==> config.mk <==
export PLATFORM = sky130hd
export DESIGN_NAME = uart_tx_arbiter
export DESIGN_NICKNAME = d
export VERILOG_FILES = /design/src/rtl/uart_pkg.sv /design/src/rtl/rr_pick.sv /design/src/rtl/uart_tx_arbiter.sv
export SDC_FILE = /design/constraint.sdc
export NUM_CORES = 1
export LEC_CHECK = 0
export ABC_AREA = 1
export CORE_MARGIN = 8
export CORE_UTILIZATION = 39
export CTS_CLUSTER_DIAMETER = 100
export CTS_CLUSTER_SIZE = 8
export DETAILED_ROUTE_END_ITERATION = 8
export GPL_TIMING_DRIVEN = 1
export PLACE_DENSITY = 0.86
export SYNTH_ARGS = -nofsm -noshare
export SYNTH_HDL_FRONTEND = slang
export SYNTH_SLANG_ARGS = --single-unit
==> constraint.sdc <==
create_clock -name clk -period 2.2 [get_ports clk]
set_input_delay 0.55 -clock clk [delete_from_list [all_inputs] [get_ports clk]]
set_output_delay 0.55 -clock clk [all_outputs]
set_load 0.005 [all_outputs]
==> images/logic_types.png <==
Scale: 4 px per µm.
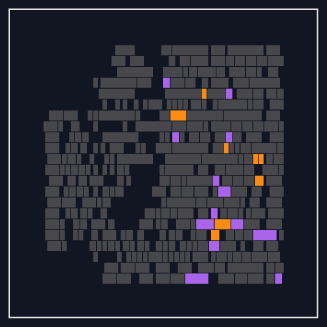
[orange] nor cells | cells: 8 | most used: nor2_1
[purple] aoi and oai cells | cells: 13 | most used: o21ai_0
logic share of the area: 36.9%
Final Non-Filler Cells: 372

==> images/wires.png <==
Scale: 6 px per µm.
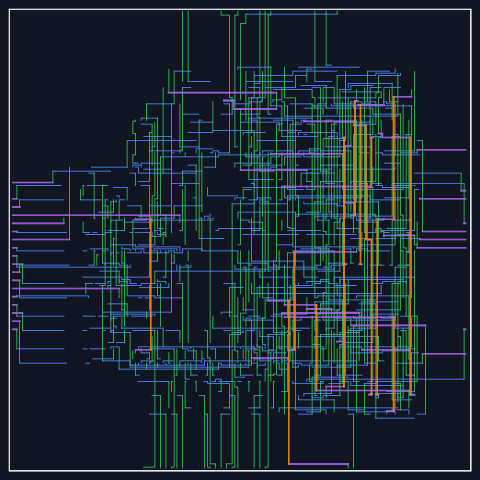
[blue] metal 1 | wire length: 2,060 µm
[green] metal 2 | wire length: 2,940 µm
[orange] metal 4 | wire length: 329 µm
[purple] metal 3 | wire length: 350 µm
via count of the routed design: 1,804
per-cell routed wire length: 15.3 µm
post-detailed-routing wire length: 5680 µm

==> summary.txt <==
Synthesis and place-and-route results.

- The run finished, with violations left.
- The checks that failed: setup timing.
- The synthesis report gives the async set-or-reset register share as 100%.
- STA classifies the critical path endpoint as an output pin.
- Setup repair after global routing could not meet its margin everywhere.
- Measured along the y axis, the die boundary spans 76.7 µm.
- Sorting the synthesized cells by how often they occur yields sky130_fd_sc_hd__nand2_1, sky130_fd_sc_hd__inv_1, sky130_fd_sc_hd__nand3_1.
- The highest net fanout along the worst path is 6.
- The net switching power is 0.00198 W.
- The number of hold buffers added after CTS is 0.
- The combined area of all synthesized cells is 1440 µm².
- The DRC violations left is 0.
- Summed over all cells, the static leakage comes to 1.42 nW.
- The net count after synthesis is 267.
- The script logs the ratio of routed vias to standard cells as 4.85.
- The die is 76.7 µm wide.
- The combinational fraction of design power is 81.9%.
- The initial antenna violation count is 0.
- TritonCTS built the clock tree.
- The flow reported a cell area power density of 1570 nW/µm².
- The worst setup slack after layout is -522 ps.
- The cell-internal power is 0.00214 W.
- The clock transition at the registers of the reported paths is 60 ps.
- The share of cells above drive strength 1 is 36.1%.
- STA puts the critical path data required time at 1650 ps.
- The wire-length estimate of the detail-placed layout is 3180 µm.
- The antenna diode count is 0.
- Measured in cells, the most critical reg-to-reg path has a length of 21.
- The core area is 3610 µm².
- The worst setup path is of the reg -> out kind.
- The number of warnings reported in the stage logs is 36.
- For this run, the slowest stage of the critical path takes 500 ps.
- The kind of path behind the tightest hold check is reg -> reg.
- Endpoints with negative setup slack in the final report add up to 6.
- Counting I/O delays and the setup requirement, the final critical path takes 2720 ps.
- The final hold slack is 477 ps.
- The buffer depth of the longest clock path is 2.
- In this run the VDD rail shows a maximum IR drop of 0.516 mV.
- The cell sitting at the root of the clock tree is a sky130_fd_sc_hd__clkbuf_8.
- The power share of the sequential group is 12.6%.
- The total count of max-transition violations in the final report is 0.
- The detail route stage leaves a number of antenna-violating nets equal to 0.
- The share of the clock period used by the worst path is 124%.
- The net count of the finished layout is 374.
- The layout-stage area growth over the synthesis result is 82.6%.
- Counting every instance in the synthesized netlist gives 218.
==> per-stage QoR <==
stage | cell area [µm²] | power, W | util (%)
finish | 2620 | 0.00412 | 72.7
global route | 2620 | 0.00441 | 72.7
detailed placement | 2170 | 0.00285 | 60.1
CTS | 2450 | 0.00357 | 67.9
global placement | 2170 | 0.00280 | 60.1
floorplan | 1460 | 0.00208 | -
==> timing repair <==
item,in CTS,in global routing
pin swaps,14,8
buffers inserted,22,10
endpoints found under the setup margin,4,6
gates resized,52,22
==> kinds of logic (layout without fill, tap and decap cells) <==
logic type / count (synthesis) / after routing / share of synthesized area [%]
multiplexers: 1 / 1 / 0.697
flip-flops: 15 / 15 / 26.1
buffers and inverters: 54 / 160 / 17.5
AND/OR/NAND/NOR: 129 / 129 / 44.9
AND-OR/OR-AND: 13 / 13 / 5.49
adder cells (fa/ha/maj): 6 / 6 / 5.23
==> metal layers <==
layer	vias to the layer above	GRT usage, %	share of wire [%]
met5	-	0	0
met4	0	5.77	5.8
met3	31	4.31	6.1
met2	83	31.1	52
met1	817	16.6	36
li1	873	-	-
==> worst max-delay path, delay by kind of cell (launching register included) <==
kind	cells	cell delay [ps]
buffers and inverters	7	730
adder cells (fa/ha/maj)	1	130
flip-flops	1	500
AND-OR/OR-AND	1	90
AND/OR/NAND/NOR	6	470
==> final cells by class <==
type	count	area share [%]
repair buffers	109	37.6
multi-input cells	149	36.9
clock buffers	4	1.72
well taps	48	2.29
inverters	47	7.11
flip-flops and latches	15	14.4
==> placed cells by master (no fill, tap or decap), drive strengths merged <==
cell type       n
clkdlybuf4s50  46
a31oi           1
buf            59
nor2            8
mux2i           1
ha              6
nand3          39
o21ai           8
o211ai          1
clkbuf          4
inv            47
a21oi           3
nand2          81
dlygate4sd2     4
dfrtp          15
nand4           1
==> power groups by stage <==
stage / Sequential [W] / Clock, W / Combinational (W)
floorplan: 0.000493 / 0 / 0.00159
global placement: 0.000511 / 0 / 0.00229
detailed placement: 0.000516 / 0 / 0.00233
CTS: 0.000509 / 0.000232 / 0.00283
global route: 0.000531 / 0.000244 / 0.00364
finish: 0.000521 / 0.000224 / 0.00337
Power and IR drop assume default switching activity.
